==> config.mk <==
export PLATFORM = sky130hd
export DESIGN_NAME = des_round_sequencer
export DESIGN_NICKNAME = d
export VERILOG_FILES = /design/src/rtl/des_round_sequencer.sv
export SDC_FILE = /design/constraint.sdc
export NUM_CORES = 1
export LEC_CHECK = 0
export ABC_AREA = 1
export CORE_UTILIZATION = 49
export DETAILED_ROUTE_END_ITERATION = 6
export GPL_ROUTABILITY_DRIVEN = 0
export PLACE_DENSITY = 0.83
export SYNTH_ARGS = -nofsm -noshare
export SYNTH_HDL_FRONTEND = slang
export SYNTH_SLANG_ARGS = --single-unit
==> constraint.sdc <==
create_clock -name clk -period 3.3 [get_ports clk]
set_input_delay 0.66 -clock clk [delete_from_list [all_inputs] [get_ports clk]]
set_output_delay 0.66 -clock clk [all_outputs]
set_load 0.02 [all_outputs]
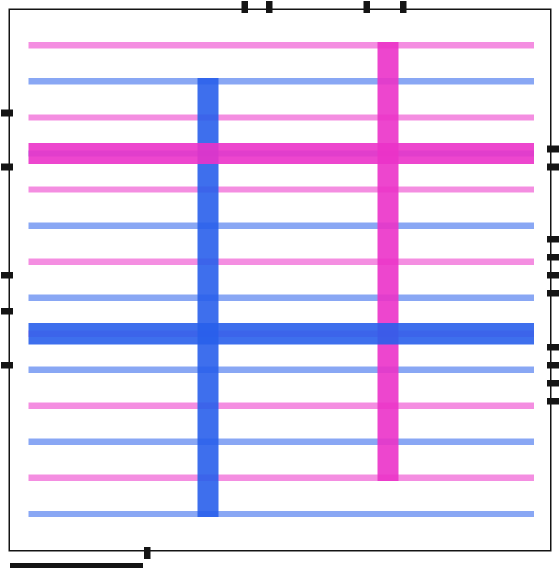
*Floorplan with the power grid*
Bar = 10 microns. Pins as bars on the die edge.
legend:
  magenta:
    net: VDD
  blue:
    net: VSS
rows: 13
met4 straps: 2
Worst VDD drop: 0.000273 V
Core ar.: 1350 sq um
Chip Height: 40.8 microns
Die X: 40.8 microns

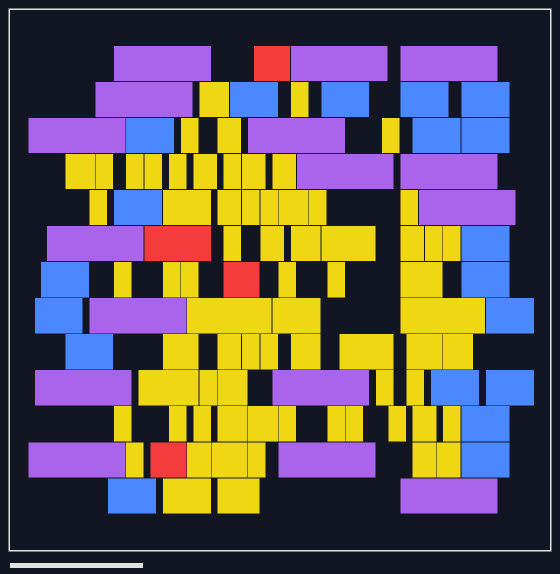
*Placed cells, one color a class*
Bar = 10 microns.
legend:
  yellow:
    class: remaining logic cells
    cells: 70
    share_of_their_area: 42%
  blue:
    class: remaining buffers and delay cells
    cells: 19
    share_of_their_area: 20%
  red:
    class: clock drivers and dummy loads
    cells: 4
    share_of_their_area: 3.9%
  purple:
    class: registers
    cells: 16
    share_of_their_area: 34%
num rows: 13
Final Cell Area: 957 sq um
Seq/total area: 33.5%
Final Util: 70.9%

==> flow_summary.yaml <==
# physical design summary
outcome:
  status: "complete, no violations"
yosys:
  top_cells_by_count: "dfxtp_1 (16), nand2_1 (15), inv_1 (9), nor2_1 (9), nand3_1 (7)"
  mux_share_pct: 0
  ys_cells: 88
  synthAdderAreaFrac_pct: 1.70
  synth.distinct_cells: 26
  synthTopLogicFamily: "simple AND/OR/NAND/NOR gates"
  simple_gate_share_pct: 37.6
  ys_sh_aoi_pct: 6.63
  synth-edff-count: 0
  synth.most_common_cell: "dfxtp_1"
  syn_area_per_cell_sq_um: 8.36
placed_design:
  dpl.hpwl_microns: 1100
  place_inst: 120
  numPortBuffers: 19
  place_area_sq_um: 921
routing:
  first_pass_iters: 4
  drt-total-wl_microns: 1590
  vias: 642
cells_and_area:
  num-fill-cells: 113
  fin_nets: 116
  final_cell_count_no_fill: 124
  antennaDiodeCount: 0
  regArea_sq_um: 320
sta:
  hold_violations: 0
  period_minus_slack_ps: 2760
  drv_slew: 0
  worst_slew_pin_slew_ps: 339
clocking:
  cts.path.max_buffers: 2
  cts_hold_buffers: 0
  clk_latency_ps: 300
hold_path:
  worstHoldPathType: "reg2reg"
die:
  boundaryPins: 20
power:
  p_leak_nw: 0.403
global_route:
  grt_pass1_vias: 584
critical_path:
  reg2reg_slack_ps: 1710
cells by family (layout without fill, tap and decap cells):
kind of cell / after synthesis / after routing
flip-flops: 16 / 16
buffers and inverters: 14 / 35
XOR/XNOR: 1 / 1
AND/OR/NAND/NOR: 48 / 48
AND-OR/OR-AND: 8 / 8
adder cells (fa/ha/maj): 1 / 1
worst max-delay path, cell delays in order:
cell and delay [ps]:
clkdlybuf4s50_1 450, inv_1 60, nand2_2 80, nand3_4 160, inv_1 90, clkdlybuf4s50_1 590
cell type report:
| type | instances | share of cell area, % |
|---|---|---|
| Sequential cell | 16 | 33.5 |
| Timing Repair Buffer | 19 | 19.9 |
| Clock buffer | 4 | 3.79 |
| Tap cell | 15 | 1.96 |
| Inverter | 12 | 4.71 |
| Multi-Input combinational cell | 58 | 36.2 |
metal layers:
| layer | part of all wire [%] | vias up |
|---|---|---|
| met3 | 5.8 | 5 |
| met1 | 45 | 284 |
| met5 | 0 | - |
| met4 | 2.5 | 0 |
| li1 | - | 325 |
| met2 | 46 | 28 |
placed cells by master (no fill, tap or decap), types with 7 or more instances in the layout:
cell	netlist	layout
inv_1	9	9
clkdlybuf4s50_1	0	19
dfxtp_1	16	16
nand2_1	15	15
nand3_1	7	7
nor2_1	9	9
power by group:
part	internal (mW)	leakage, nW	switching [mW]	total, mW
logic	0.0405	0.250	0.0570	0.0975
clock network	0.0674	0.0210	0.0628	0.130
registers	0.205	0.132	0.00673	0.212
Power is estimated from default activity; no workload was simulated.
